==> run_1/class_map.png <==
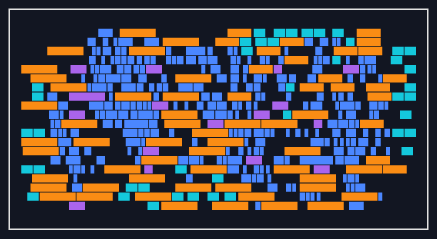
==> run_1/m4.png <==
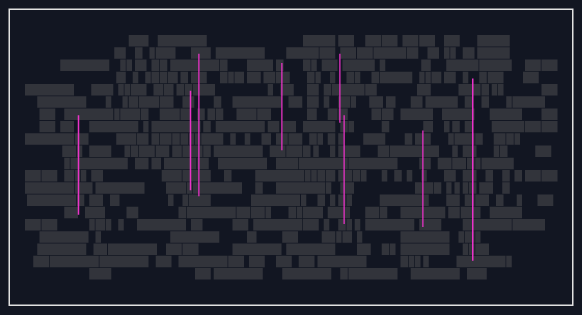
==> run_1/clock_wires.png <==
Bar = 20 um.
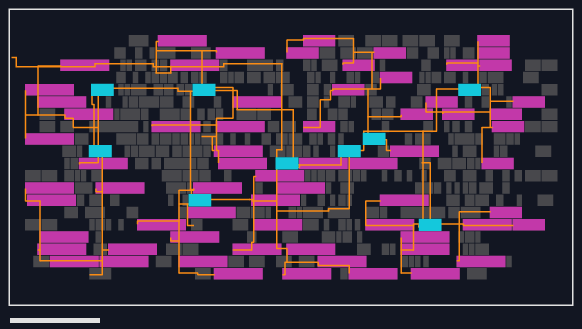
**config.mk**
```make
export PLATFORM = sky130hd
export DESIGN_NAME = rd_seq_param
export DESIGN_NICKNAME = d
export VERILOG_FILES = /design/src/rtl/rd_seq_param.sv
export SDC_FILE = /design/constraint.sdc
export NUM_CORES = 1
export LEC_CHECK = 0
export ABC_CLOCK_PERIOD_IN_PS = 3300
export CAP_MARGIN = 25
export CORE_ASPECT_RATIO = 0.5
export CORE_MARGIN = 3
export CORE_UTILIZATION = 50
export CTS_BUF_LIST = sky130_fd_sc_hd__clkbuf_4 sky130_fd_sc_hd__clkbuf_8
export CTS_CLUSTER_SIZE = 14
export DETAILED_ROUTE_END_ITERATION = 16
export PLACE_DENSITY_LB_ADDON = 0.15
export SETUP_SLACK_MARGIN = 0.05
export SYNTH_ARGS = -nofsm -noshare
export SYNTH_HDL_FRONTEND = slang
export SYNTH_SLANG_ARGS = --single-unit
```
**constraint.sdc**
```tcl
create_clock -name clk -period 3.3 [get_ports clk]
set_clock_uncertainty 0.1 [all_clocks]
set_input_delay 0.33 -clock clk [delete_from_list [all_inputs] [get_ports clk]]
set_output_delay 0.33 -clock clk [all_outputs]
set_load 0.02 [all_outputs]
```
**src/rtl/rd_seq_param.sv**
```systemverilog
// rd_seq_param: parametrised sequential restoring divider, one quotient bit per clock
module rd_seq_param #(
  parameter int WIDTH = 8
) (
  input  logic             clk,
  input  logic             reset,
  input  logic             start,
  input  logic             signed_mode,
  input  logic [WIDTH-1:0] x,
  input  logic [WIDTH-1:0] y,
  output logic [WIDTH-1:0] quotient,
  output logic [WIDTH-1:0] remainder,
  output logic             done,
  output logic             busy,
  output logic             div_by_zero
);
  localparam int CW = $clog2(WIDTH);
  typedef enum logic [2:0] {IDLE, PREP, ITER, FIX, DONE} state_t;
  state_t state, state_n;
  logic [WIDTH-1:0] xr, yr, a, p, m;
  logic [CW-1:0] cnt;
  logic [WIDTH:0] sh;
  logic [WIDTH+1:0] diff;
  logic sm, sq, sr, zf, sx, sy;
  assign sx = sm & xr[WIDTH-1];
  assign sy = sm & yr[WIDTH-1];
  // {P,A} shifted left by one and the trial subtraction; diff MSB set means restore
  assign sh = {p, a[WIDTH-1]};
  assign diff = {1'b0, sh} - {2'b0, m};
  // state register
  always_ff @(posedge clk)
    if (reset) state <= IDLE;
    else state <= state_n;
  // next state; a zero divisor skips the iterations but still goes through FIX to load results
  always_comb
    state_n = (state == IDLE) ? (start ? PREP : IDLE) :
              (state == PREP) ? ((yr == '0) ? FIX : ITER) :
              (state == ITER) ? ((cnt == '0) ? FIX : ITER) :
              (state == FIX)  ? DONE : IDLE;
  // status outputs decoded from state
  always_comb begin
    done = state == DONE;
    busy = state != IDLE;
  end
  // operand capture, magnitude preparation and the shift/subtract iteration
  always_ff @(posedge clk) begin
    if (state == IDLE && start) begin
      xr <= x;
      yr <= y;
      sm <= signed_mode;
    end
    if (state == PREP) begin
      a <= sx ? -xr : xr;
      m <= sy ? -yr : yr;
      p <= '0;
      sq <= sx ^ sy;
      sr <= sx;
      zf <= yr == '0;
      cnt <= CW'(WIDTH - 1);
    end
    if (state == ITER) begin
      p <= diff[WIDTH+1] ? sh[WIDTH-1:0] : diff[WIDTH-1:0];
      a <= {a[WIDTH-2:0], ~diff[WIDTH+1]};
      cnt <= cnt - CW'(1);
    end
  end
  // result registers: cleared flag on accept, signed fix-up and load in FIX only
  always_ff @(posedge clk)
    if (reset) begin
      quotient <= '0;
      remainder <= '0;
      div_by_zero <= 1'b0;
    end else if (state == IDLE && start) begin
      div_by_zero <= 1'b0;
    end else if (state == FIX) begin
      quotient <= zf ? '1 : (sq ? -a : a);
      remainder <= zf ? xr : (sr ? -p : p);
      div_by_zero <= zf;
    end
endmodule
```
==> Flow_metrics.wiki, run 1 <==
== Metrics ==
{| class="wikitable"
! Metric !! Value
|-
| Status || completed
|-
| Crit share post-route || 0.6747
|-
| Achievable Freq || 0.4492 GHz
|-
| Top cells by instance count after synthesis || sky130_fd_sc_hd__edfxtp_1 (47), sky130_fd_sc_hd__nand2_1 (35), sky130_fd_sc_hd__inv_1 (26), sky130_fd_sc_hd__nor2_1 (24), sky130_fd_sc_hd__a21oi_1 (23)
|-
| Number of multi-input logic gates || between 200 and 250
|-
| Final Max Tran Viols || 0
|-
| Logic area || 1538 sq um
|-
| Mean number of vias per cell || about 5.6
|-
| Wire length of the first global-routing pass || 12180 um
|-
| Total design power || 1.938 mW
|-
| Core utilization before placement || 0.5467
|-
| Number of DRC markers in iteration 0 || 173
|-
| Startpoint-to-endpoint class of the critical path || reg2reg
|-
| Reg-to-Reg End || p[0]$_SDFFCE_PN0P_
|-
| Number of nets in the layout || 418
|-
| Clock-cell share || 0.05202
|-
| Die outline area || 8135 sq um
|-
| R2r setup slk || 1070 ps
|-
| Worst slack at placement || 1116 ps
|-
| Number of register bits inferred by synthesis || 67
|-
| Net switching component of the power || roughly 0.46 mW
|-
| Hold slack final || 353.5 ps
|-
| Top cell type's share of synthesized area || 0.4014
|-
| Ys flop type || sky130_fd_sc_hd__edfxtp_1
|-
| Worst Hold Class || reg2reg
|-
| Count of port buffers added during placement || 38
|-
| Number of buffers between clock root and the deepest sink || 2
|-
| Launch point of the critical path || p[0]$_SDFFCE_PN0P_
|-
| Die Y || roughly 65 um
|-
| Final weighted congestion of routability-driven global placement || 0.8572
|-
| Non-clock buffers || ~42
|-
| Async set-or-reset flop fraction in the synthesized netlist || 0
|-
| Sequential power || 0.984 mW
|-
| Overall overflow remaining after global route || 0
|-
| Detail Route Antenna Nets || 0
|-
| Placed Cells || 460
|-
| Summed standard-cell area reported by yosys || around 3500 sq um
|-
| Largest area contributor in the netlist || sky130_fd_sc_hd__edfxtp_1
|-
| Stage-log warning count || 27
|-
| Mean instance size in the synthesized netlist || 10.31 sq um
|-
| Initial antenna violation count || 0
|-
| Post-DP HPWL || 5470 um
|-
| Max FO, Critical Path || 7
|-
| Reported leakage power || 1.571 nW
|-
| Total combinational power || 0.217 mW
|-
| Critical path arrival || 2300 ps
|-
| Crit Reg-Reg Startpoint || p[0]$_SDFFCE_PN0P_
|-
| Number of cells upsized or downsized after cts || 0
|-
| H-tree level count || 3
|-
| Slew at the pin closest to its max-slew limit || 766.2 ps
|-
| CTS Hold Bufs || 0
|-
| Inverters excl. clock || 26
|-
| Setup bufs post-CTS || 0
|-
| Net switching fraction of the power || 0.2357
|-
| Sequential cells || 67
|-
| RSZ-0062 raised after global routing || no
|-
| Mux share || 0.01744
|-
| Number of tapcells || 88
|-
| Synth top cell by count || sky130_fd_sc_hd__edfxtp_1
|-
| Synth Area in Simple Gates || 0.1541
|-
| Post-synthesis sequential area ratio || 0.5153
|-
| Worst Hold End || remainder[6]$_SDFFE_PP0P_
|-
| Number of instances in the synthesized netlist || approximately 340
|-
| Crit path capture || p[0]$_SDFFCE_PN0P_
|-
| Comb area share || 0.3674
|-
| Power density relative to cell area || 463.0 nW/um^2
|-
| Area-dominant class || flip-flops and latches
|-
| Diodes inserted || 0
|-
| Die width || 124.6 um
|-
| Placed Instance Area || between 3000 and 4000 sq um
|-
| P&R area growth vs syn || 19.04%
|-
| Total standard cell area after synthesis || 3516 sq um
|-
| Number of CTS-inserted buffers || 9
|-
| Worst slew margin || 0.4845
|-
| Post-Synth Adder-Cell Area || 0.05552
|-
| Largest net degree at the start of global routing || 23
|-
| Worst Slack Setup Final || 1074 ps
|-
| Top-level port count || 39
|-
| Iteration count of the initial detailed-routing pass || 4
|-
| Part of the power in registers || 0.508
|-
| Internal portion of total power || 1.481 mW
|-
| Number of clock-tree buffers in the layout || 15
|-
| Sink count of the clock tree || 67
|-
| Register-to-Register Path Depth || 6
|-
| Cell total in the yosys stat output || about 340
|-
| Combinational cell fraction of total power || 0.112
|-
| Top power consumer group || registers
|-
| GRT Total Usage || 0.1902
|-
| Parity-gate share of the synthesized area counting xor and xnor cells || 0.05979
|-
| WHS Path Cells || 2
|-
| Share of post-route cells with drive strength above 1 || 0.07216
|-
| Total of endpoints with negative setup slack in the final report || 0
|-
| Footprint of the flip-flops and latches || 1812 sq um
|-
| Buffering overhead || 0.09806
|-
| Non-filler instance count after layout || 476
|-
| Dominant kind of combinational cell || simple AND/OR/NAND/NOR gates
|-
| Compound Share, Synth || 0.1505
|-
| Startpoint of the most critical hold path || remainder[6]$_SDFFE_PP0P_
|-
| Average detailed-routed wire length per instance || 15.63 um
|-
| Flop share of the area || 0.4329
|-
| Count of different cell masters after synthesis || ~53
|-
| Cell chosen for the clock root || sky130_fd_sc_hd__clkbuf_8
|-
| Dominant cells by area after synthesis || sky130_fd_sc_hd__edfxtp_1 (40%), sky130_fd_sc_hd__dfxtp_1 (11%), sky130_fd_sc_hd__ha_1 (5.0%)
|-
| Total negative setup slack || 0 ps
|-
| Shortest period the worst path allows || 2226 ps
|-
| Startpoint kind of the worst setup timing path || flop
|-
| Final hold vios || 0
|-
| Clock-pin transition on the worst setup and hold timing paths || 70 ps
|-
| Drc violations || 0
|-
| Number of global-route vias before repair || 2582
|-
| Endpoint class of the critical path || flop
|-
| Filler instances || 509
|-
| TritonCTS clock tree || done
|-
| Max IR drop VDD || 0.3196 mV
|-
| Post-synth tally of flip-flops with integrated enable || roughly 47
|-
| Yosys warns || 0
|-
| Required time reported for the critical path endpoint || 3370 ps
|-
| Number of nets at floorplan || 376
|-
| # Max-Cap Violations || 0
|}
Back to the opening pictures, class_map.png:
- blue: remaining logic cells (cells 263)
- purple: clock drivers and dummy loads (cells 16)
- cyan: remaining buffers and delay cells (cells 42)
- orange: registers (cells 67)
FP Rows: 20
post-layout util: 0.6508
design area: 4185 sq um
core area: 6431 sq um

Back to the opening pictures, m4.png:
- share of all routed wire: 2.6%
- main direction: vertical
- nets with wire on the layer: 7
- wire length on this layer: 194 um
- longest straight run: 40.1 um
total wire length after detailed routing: 7439 um
count of vias placed by the detailed router: 2676

Back to the opening pictures, clock_wires.png:
- magenta: flip-flops (count 67)
- cyan: clock-net drivers (count 9)
- orange: clock wires (length 906 um)
- routed clock nets: 10
- flops lie: spread over the die
clk_lat worst skew: 340 ps
clock network fraction of design power: 0.380
power consumed by the clock network: 0.736 mW

-- run 1: cell usage in the layout, fill, tap and decap left out, types with 7 or more instances in the layout --
cell type / synthesis / routed
sky130_fd_sc_hd__clkbuf_8: 0 / 12
sky130_fd_sc_hd__clkdlybuf4s50_1: 0 / 38
sky130_fd_sc_hd__o21ai_1: 8 / 8
sky130_fd_sc_hd__inv_1: 26 / 26
sky130_fd_sc_hd__nor3_1: 13 / 13
sky130_fd_sc_hd__nand2_1: 35 / 35
sky130_fd_sc_hd__a21oi_1: 23 / 23
sky130_fd_sc_hd__xor2_1: 8 / 8
sky130_fd_sc_hd__ha_1: 14 / 14
sky130_fd_sc_hd__nand3_1: 7 / 7
sky130_fd_sc_hd__edfxtp_1: 47 / 47
sky130_fd_sc_hd__xnor2_1: 16 / 16
sky130_fd_sc_hd__o21ai_0: 19 / 19
sky130_fd_sc_hd__dfxtp_1: 20 / 20
sky130_fd_sc_hd__nor2_1: 24 / 24
-- run 1: worst max-delay path: stages, from the launching register on --
cell and delay, ps:
sky130_fd_sc_hd__edfxtp_1 470, sky130_fd_sc_hd__ha_1 320, sky130_fd_sc_hd__nor2b_1 150, sky130_fd_sc_hd__o31ai_2 340, sky130_fd_sc_hd__a31o_2 310, sky130_fd_sc_hd__nand2_1 100, sky130_fd_sc_hd__a211oi_1 260
-- run 1: layer usage --
layer  global-route usage  share of wire
met5                    0              0
met1               0.2355           0.46
met2               0.3071           0.45
met3              0.06006          0.067
met4              0.09153          0.026
-- run 1: sequential cells by signal, indices dropped and copies added (netlist names) --
register / flops
sm: 1
state: 3
quotient: 8
remainder: 8
cnt: 3
a: 8
sq: 1
sr: 1
yr: 8
zf: 1
p: 8
div_by_zero: 1
m: 8
xr: 8
==> run_1/clock_nets.png <==
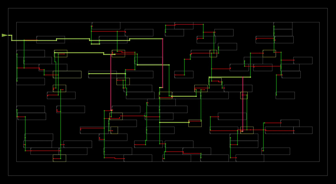

==> run 2: changes to the inputs <==
- ABC_CLOCK_PERIOD_IN_PS: 3300 -> 1900
- clock period: 3.3 -> 1.9 ns (I/O delays scaled with it)
==> run_2/clock_nets.png <==
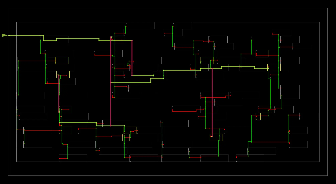
number of CTS-inserted buffers: 9
sink count of the clock tree: 67
number of clock-tree buffers in the layout: 15
power consumed by the clock network: 1.18 mW
sequential cells: 67

==> run_2/route_heat.png <==
25 x 13 tiles, from dark blue (low) to red (high), scaled to the fullest tile. Values are wire area over tile area, all layers added.
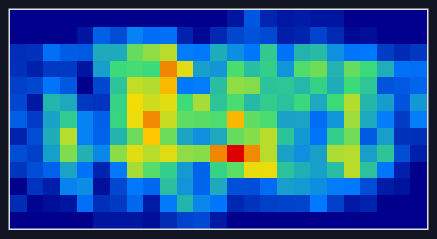
- tiles over half the peak: 18%
- nearly empty tiles: 16%
- mean over tiles: 0.16
- fullest tile: 0.58
GRT Total Usage: 0.2058
count of vias placed by the detailed router: 2786
total wire length after detailed routing: 8129 um

==> run 2 against run 1 <==
  * The run now ends with negative setup slack left
  * Die size unchanged
  * Largest cell class unchanged
  * Hold slack got worse by 63 ps
  * Routed wire length increased by 9.3%
  * Highest routed layer unchanged
  * Critical endpoint is now p[1]$_SDFFCE_PN0P_
  * Design area increased by 12%
  * Clock-buffer cell count unchanged
  * Utilization increased by 7.5 points
  * Combinational power increased by 130%
  * Maximum frequency increased by 8.3%
  * Critical path depth increased by 1
  * First-iteration DRC count increased by 47%
==> Flow_metrics.wiki, run 2 <==
== Metrics ==
{| class="wikitable"
! Metric !! Value
|-
| Clk_lat worst skew || 350 ps (about the same)
|-
| Slew at the pin closest to its max-slew limit || 717.9 ps (-48.27 ps)
|-
| Net switching fraction of the power || 0.2475 (+0.01179)
|-
| Die outline area || 8135 sq um (unchanged)
|-
| Non-filler instance count after layout || 509 (+6.9%)
|-
| Share of post-route cells with drive strength above 1 || 0.2185 (+0.1464)
|-
| Max FO, Critical Path || 8 (+1)
|-
| Post-DP HPWL || 5845 um (+6.9%)
|-
| Yosys warns || 0 (unchanged)
|-
| Met3 layer usage reported by global route || 0.06818 (+0.008117)
|-
| FP Rows || 20 (unchanged)
|-
| Die width || 124.6 um (unchanged)
|-
| Number of nets at floorplan || 376 (unchanged)
|-
| Worst slew margin || 0.5214 (+0.03689)
|-
| Series of cell instances along the critical path || buf_4 -> ha_4 -> o211a_4 -> o31ai_4 -> a31oi_4 -> nor3_1 -> a211oi_2
|-
| Clock-pin transition on the worst setup and hold timing paths || 70 ps (about the same)
|-
| Stage-log warning count || 30 (+11%)
|-
| Summed standard-cell area reported by yosys || 3516 sq um (unchanged)
|-
| Top power consumer group || registers
|-
| Number of register bits inferred by synthesis || 67 (unchanged)
|-
| Max stage delay on crit path || 440 ps (-30 ps)
|-
| Achievable Freq || 0.4864 GHz (+8.3%)
|-
| Number of global-route vias before repair || 2672 (+3.5%)
|-
| Final hold vios || 0 (unchanged)
|-
| Part of the power in registers || 0.502 (-0.006)
|-
| Worst slack at placement || -200.6 ps (-1316 ps)
|-
| Net switching component of the power || 0.8415 mW (+84%)
|-
| Cell chosen for the clock root || sky130_fd_sc_hd__clkbuf_8
|-
| Number of DRC markers in iteration 0 || 255 (+47%)
|-
| Post-synth tally of flip-flops with integrated enable || 47 (unchanged)
|-
| # Max-Cap Violations || 0 (unchanged)
|-
| P&R area growth vs syn || 32.78%
|-
| Worst Slack Setup Final || -155.8 ps (-1229 ps)
|-
| Top cells by instance count after synthesis || sky130_fd_sc_hd__edfxtp_1 (47), sky130_fd_sc_hd__nand2_1 (35), sky130_fd_sc_hd__inv_1 (26), sky130_fd_sc_hd__nor2_1 (24), sky130_fd_sc_hd__a21oi_1 (23)
|-
| Crit share post-route || 1.082 (+0.4073)
|-
| Violated checks || negative setup slack
|-
| Commonest non-fill, non-tap cells in the layout || sky130_fd_sc_hd__edfxtp_1 (47), sky130_fd_sc_hd__clkdlybuf4s50_1 (36), sky130_fd_sc_hd__buf_4 (34)
|-
| Drc violations || 0 (unchanged)
|-
| Internal portion of total power || 2.559 mW (+73%)
|-
| Hold slack final || 291.0 ps (-62.56 ps)
|-
| Most common cell after layout, fill and taps aside || sky130_fd_sc_hd__edfxtp_1
|-
| Startpoint-to-endpoint class of the critical path || reg2reg
|-
| Core utilization before placement || 0.5467 (unchanged)
|-
| Mean number of vias per cell || 5.473 (-2.6%)
|-
| Average detailed-routed wire length per instance || 15.97 um (+2.2%)
|-
| Crit path max-delay family || AND-OR/OR-AND gates
|-
| Clock network fraction of design power || 0.348 (-0.032)
|-
| Status || complete, but fails checks
|-
| Async set-or-reset flop fraction in the synthesized netlist || 0 (unchanged)
|-
| Largest area contributor in the netlist || sky130_fd_sc_hd__edfxtp_1
|-
| Total of endpoints with negative setup slack in the final report || 12 (+12)
|-
| Critical path arrival || 2150 ps (-150 ps)
|-
| Synth top cell by count || sky130_fd_sc_hd__edfxtp_1
|-
| Post-layout util || 0.7259 (+0.07510)
|-
| Count of different cell masters after synthesis || 53 (unchanged)
|-
| Largest net degree at the start of global routing || 23 (unchanged)
|-
| Shortest period the worst path allows || 2056 ps (-170.6 ps)
|-
| Final weighted congestion of routability-driven global placement || 0.8538 (-0.40%)
|-
| Required time reported for the critical path endpoint || 1990 ps (-1380 ps)
|-
| Mean instance size in the synthesized netlist || 10.31 sq um (unchanged)
|-
| Number of buffers between clock root and the deepest sink || 2 (unchanged)
|-
| Max IR drop VDD || 0.5305 mV (+66%)
|-
| Top-level port count || 39 (unchanged)
|-
| TritonCTS clock tree || done
|-
| Count of buffering cells on the critical path with inverters included || 1 (+1)
|-
| Top cell type's share of synthesized area || 0.4014 (unchanged)
|-
| Routing usage on met2 || 0.3522 (+0.04503)
|-
| Most heavily used metal layer in global routing || met2
|-
| Ys flop type || sky130_fd_sc_hd__edfxtp_1
|-
| Total combinational power || 0.508 mW (+130%)
|-
| Detail Route Antenna Nets || 0 (unchanged)
|-
| Startpoint kind of the worst setup timing path || flop
|-
| Placed Cells || 482 (+4.8%)
|-
| Dominant cells by area after synthesis || sky130_fd_sc_hd__edfxtp_1 (40%), sky130_fd_sc_hd__dfxtp_1 (11%), sky130_fd_sc_hd__ha_1 (5.0%)
|-
| Met1 GRT Util || 0.2494 (+0.01381)
|-
| Post-synthesis sequential area ratio || 0.5153 (unchanged)
|-
| Initial antenna violation count || 0 (unchanged)
|-
| Wire length of the first global-routing pass || 13010 um (+6.8%)
|-
| Crit path max-delay cell type || sky130_fd_sc_hd__edfxtp_1
|-
| Count of port buffers added during placement || 38 (unchanged)
|-
| Diodes inserted || 0 (unchanged)
|-
| H-tree level count || 3 (unchanged)
|-
| Die Y || 65.30 um (unchanged)
|-
| Final Max Tran Viols || 0 (unchanged)
|-
| CTS Hold Bufs || 0 (unchanged)
|-
| Reported leakage power || 1.774 nW (+13%)
|-
| Combinational cell fraction of total power || 0.149 (+0.037)
|-
| Number of instances in the synthesized netlist || 341 (unchanged)
|-
| Endpoint class of the critical path || flop
|-
| Power density relative to cell area || 728.3 nW/um^2 (+57%)
|-
| Total negative setup slack || -1138 ps (-1138 ps)
|-
| RSZ-0062 raised after global routing || yes
|-
| Iteration count of the initial detailed-routing pass || 4 (unchanged)
|-
| Cell total in the yosys stat output || 341 (unchanged)
|-
| Overall overflow remaining after global route || 0 (unchanged)
|-
| Number of nets in the layout || 451 (+7.9%)
|-
| Total standard cell area after synthesis || 3516 sq um (unchanged)
|-
| Core area || 6431 sq um (unchanged)
|-
| Sequential power || 1.71 mW (+74%)
|-
| Worst Hold Class || in2reg
|}
## run 2: cell types whose count changed in the layout (fill, tap and decap cells not counted), sizes merged
cell | before | now
buf | 4 | 37
clkdlybuf4s50 | 38 | 36
dlygate4sd2 | 0 | 2
bufinv | 1 | 0
clkinv | 0 | 1
## run 2: cell families after synthesis
logic type	share of synthesized area
AND/OR/NAND/NOR	0.1541
adder cells (fa/ha/maj)	0.05552
multiplexers	0.01744
buffers and inverters	0.04733
XOR/XNOR	0.05979
AND-OR/OR-AND	0.1505
flip-flops	0.5153
## run 2: final timing paths
check                            startpoint                   endpoint  slack [ps]  cells past startpoint
setup / recovery         p[1]$_SDFFCE_PN0P_         p[1]$_SDFFCE_PN0P_        -160                      7
hold / removal                         x[3]            xr[3]$_DFFE_PP_         290                      1
setup reg to reg         p[1]$_SDFFCE_PN0P_         p[1]$_SDFFCE_PN0P_        -160                      7
hold reg to reg   remainder[1]$_SDFFE_PP0P_  remainder[1]$_SDFFE_PP0P_         360                      2
## run 2: through the flow
stage | cell area, sq um | power, mW
after floorplan | 3572 | 2.003
after global placement | 4202 | 2.156
after detailed placement | 4202 | 2.177
after CTS | 4551 | 3.382
after global routing | 4668 | 3.539
final | 4668 | 3.400
## run 2: layout make-up
type	count	area, sq um
clock buffers	15	200.2
clock inverters	1	5.005
fillers	439	1763
inverters	26	105.1
multi-input cells	237	1760
flip-flops and latches	67	1812
well taps	88	110.1
repair buffers	75	675.6
## run 2: layer usage
layer,vias up,part of all wire,wire length (um)
met5,-,0,0
met4,0,0.013,108
met3,12,0.069,562
met2,80,0.48,3890
met1,1322,0.44,3567
li1,1372,-,-
## run 2: repair_timing
item	4_1_cts	5_1_grt
hold endpoints to repair	0	0
pin swaps	14	16
endpoints found under the setup margin	15	16
gates resized	27	10
buffers inserted	2	9
Power figures rest on the tool's default switching activity, not on a simulated workload.
